### Metal 1

(3 px per um)
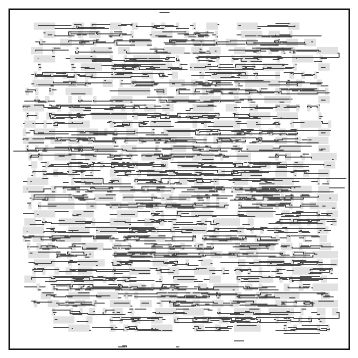
### The metal 2 layer

(4 px per um)
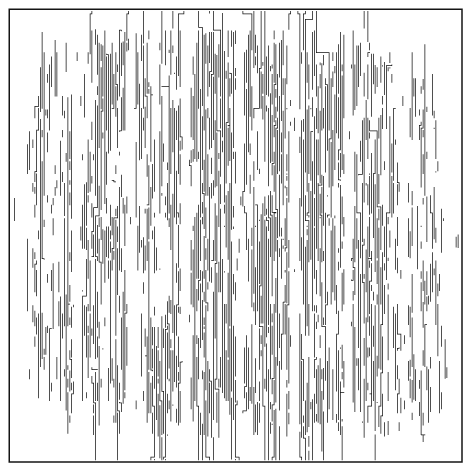
===== config.mk =====
export PLATFORM = sky130hd
export DESIGN_NAME = pipe_skid_latch
export DESIGN_NICKNAME = d
export VERILOG_FILES = /design/src/rtl/pipe_skid_latch.sv
export SDC_FILE = /design/constraint.sdc
export NUM_CORES = 1
export LEC_CHECK = 0
export ABC_AREA = 1
export CELL_PAD_IN_SITES_DETAIL_PLACEMENT = 2
export CELL_PAD_IN_SITES_GLOBAL_PLACEMENT = 2
export CORE_MARGIN = 3
export CORE_UTILIZATION = 33
export DETAILED_ROUTE_END_ITERATION = 8
export DONT_BUFFER_PORTS = 1
export GPL_TIMING_DRIVEN = 0
export PLACE_DENSITY = 0.8
export SLEW_MARGIN = 10
export SYNTH_ARGS = -nofsm -noshare
export SYNTH_HDL_FRONTEND = slang
export SYNTH_SLANG_ARGS = --single-unit

===== constraint.sdc =====
create_clock -name clk -period 1.4 [get_ports clk]
set_input_delay 0.28 -clock clk [delete_from_list [all_inputs] [get_ports clk]]
set_output_delay 0.28 -clock clk [all_outputs]
set_load 0.05 [all_outputs]

===== src/rtl/pipe_skid_latch.sv =====
// Purpose: two-entry pipeline latch (main + skid) between pipeline stages, carrying payload and control.
// Latency: 1 cycle from accept to out_*; in_ready depends only on registered state.
// Backpressure: a stall parks one extra entry in skid, then in_ready drops until the next drain.
module pipe_skid_latch #(
   parameter int DATA_W             = 16,
   parameter int CTRL_W             = 20,
   parameter int ZERO_DATA_ON_FLUSH = 1
) (
   input  logic              clk,
   input  logic              reset,
   input  logic              flush,
   input  logic              in_valid,
   output logic              in_ready,
   input  logic [DATA_W-1:0] in_data,
   input  logic [CTRL_W-1:0] in_ctrl,
   output logic              out_valid,
   input  logic              out_ready,
   output logic [DATA_W-1:0] out_data,
   output logic [CTRL_W-1:0] out_ctrl,
   output logic [1:0]        occupancy,
   output logic [7:0]        stall_cnt
);

   // The valid bits are encoded in the state, so skid can never be valid without main.
   typedef enum logic [1:0] {
      ST_EMPTY = 2'd0,
      ST_ONE   = 2'd1,
      ST_FULL  = 2'd2
   } state_t;

   state_t state;
   state_t state_nxt;

   logic [DATA_W-1:0] main_data;
   logic [CTRL_W-1:0] main_ctrl;
   logic [DATA_W-1:0] skid_data;
   logic [CTRL_W-1:0] skid_ctrl;

   logic main_valid;
   logic skid_valid;
   logic accept;
   logic drain;
   logic ld_main_in;
   logic ld_main_skid;
   logic ld_skid;

   // Decode valid bits, handshakes and status outputs from registered state.
   always_comb begin
      main_valid = (state != ST_EMPTY);
      skid_valid = (state == ST_FULL);
      in_ready   = ~skid_valid;
      out_valid  = main_valid;
      accept     = in_valid & in_ready;
      drain      = main_valid & out_ready;
      occupancy  = {1'b0, main_valid} + {1'b0, skid_valid};
      out_data   = main_data;
      // A bubble must read as a NOP downstream even though main_ctrl keeps stale bits after a drain.
      out_ctrl   = main_valid ? main_ctrl : '0;
   end

   // Next state and register load enables.
   always_comb begin
      state_nxt    = state;
      ld_main_in   = 1'b0;
      ld_main_skid = 1'b0;
      ld_skid      = 1'b0;
      case (state)
         ST_EMPTY: begin
            if (accept) begin
               ld_main_in = 1'b1;
               state_nxt  = ST_ONE;
            end
         end
         ST_ONE: begin
            if (accept && drain) begin
               ld_main_in = 1'b1;
            end else if (accept) begin
               ld_skid   = 1'b1;
               state_nxt = ST_FULL;
            end else if (drain) begin
               state_nxt = ST_EMPTY;
            end
         end
         ST_FULL: begin
            // in_ready is low here, so only a drain can move things.
            if (drain) begin
               ld_main_skid = 1'b1;
               state_nxt    = ST_ONE;
            end
         end
         default: begin
            state_nxt = ST_EMPTY;
         end
      endcase
   end

   // State register: reset beats flush, flush beats any handshake.
   always_ff @(posedge clk) begin
      if (!reset) begin
         state <= ST_EMPTY;
      end else if (flush) begin
         state <= ST_EMPTY;
      end else begin
         state <= state_nxt;
      end
   end

   // Payload and control registers for main and skid.
   always_ff @(posedge clk) begin
      if (!reset) begin
         main_data <= '0;
         main_ctrl <= '0;
         skid_data <= '0;
         skid_ctrl <= '0;
      end else if (flush) begin
         main_ctrl <= '0;
         skid_ctrl <= '0;
         if (ZERO_DATA_ON_FLUSH != 0) begin
            main_data <= '0;
            skid_data <= '0;
         end
      end else begin
         if (ld_main_in) begin
            main_data <= in_data;
            main_ctrl <= in_ctrl;
         end else if (ld_main_skid) begin
            main_data <= skid_data;
            main_ctrl <= skid_ctrl;
         end
         if (ld_skid) begin
            skid_data <= in_data;
            skid_ctrl <= in_ctrl;
         end
      end
   end

   // Saturating count of cycles where a valid head is held back; flush does not touch it.
   always_ff @(posedge clk) begin
      if (!reset) begin
         stall_cnt <= 8'd0;
      end else if (main_valid && !out_ready && (stall_cnt != 8'hFF)) begin
         stall_cnt <= stall_cnt + 8'd1;
      end
   end

endmodule


==> run summary <==
Update from the flow run.

The synthesized instance count is 567. Per STA, the worst path is made up of nor2_1, clkbuf_8, nor2_4. The clock network contribution to total cell area is 0.05736. The count of standard-cell rows is 38.

The max-cap violation count is 0. The report shows a maximum critical-path fanout of 10. Per the OpenROAD power report, switching power amounts to 1.603 mW. Summing all flip-flop and latch instances after layout gives 0.001679 mm2.

The clock buffer count is 15. The CTS report gives the tree buffer count as 9. The flow ran to the end, but the final reports show violations. The critical path is of the reg -> out type.

Setup slack on the critical path of the routed design comes to -393.6 ps. Ranked by total area, the top cell class in this layout is multi-input combinational cells. According to the CTS report, the clock sink count is 82. The number of failing setup endpoints in the final timing report is 98.

In this run, synthesis inferred 0 flip-flops with an integrated enable. The tightest min-delay check is of the in -> reg type. The actual slew at the worst max-slew pin is 639.2 ps. The checks that failed: negative setup slack.
Notes on 'Metal 1' above:
main direction = horizontal
longest straight run = 37.7 um

Notes on 'The metal 2 layer' above:
share of all routed wire = 51%
main direction = vertical

-- state kept, by name (all words and copies together) (netlist names) --
signal,cells
state,2
skid_ctrl,20
out_data,16
stall_cnt,8
skid_data,16
main_ctrl,20
-- cell families after synthesis --
family,count (synthesis),synth area share
buf+inv,101,0.1159
compound gates,58,0.08306
flops,82,0.4359
xor+xnor,2,0.004652
fa+ha+maj,2,0.006643
simple gates,322,0.3538
-- worst min path at each step --
stage | start | endpoint | cells after the start
detailed placement | reset | stall_cnt[6]$_SDFFE_PN0P_ | 2
global placement | reset | stall_cnt[4]$_SDFFE_PN0P_ | 2
finish | reset | stall_cnt[6]$_SDFFE_PN0P_ | 2
CTS | reset | stall_cnt[6]$_SDFFE_PN0P_ | 2
global route | reset | stall_cnt[6]$_SDFFE_PN0P_ | 2
floorplan | reset | stall_cnt[4]$_SDFFE_PN0P_ | 2
-- metal layers --
metal	GRT usage	share of wire	vias to the layer above
li1	-	-	1846
met1	0.2664	0.39	2047
met2	0.3997	0.51	135
met3	0.06096	0.057	51
met4	0.08093	0.039	0
met5	0	0	-
-- worst register-to-register path, stage by stage (launching register included) --
cell and delay, ps:
sky130_fd_sc_hd__dfxtp_4 390, sky130_fd_sc_hd__buf_6 130, sky130_fd_sc_hd__nor2_4 330, sky130_fd_sc_hd__nand2_4 110
sky130_fd_sc_hd__nand2_4 120, sky130_fd_sc_hd__inv_8 60, sky130_fd_sc_hd__bufbuf_16 270, sky130_fd_sc_hd__nand2_1 70
sky130_fd_sc_hd__nand3_1 80, sky130_fd_sc_hd__nand2_1 70, sky130_fd_sc_hd__inv_1 40
-- repair_timing --
item / 4_1_cts / 5_1_grt
endpoints found under the hold margin: 0 / 0
endpoints found under the setup margin: 96 / 102
buffers inserted: 13 / 11
pin swaps: 15 / 55
cloned: 3 / 5
resized: 53 / 188
Power and IR drop assume default switching activity.
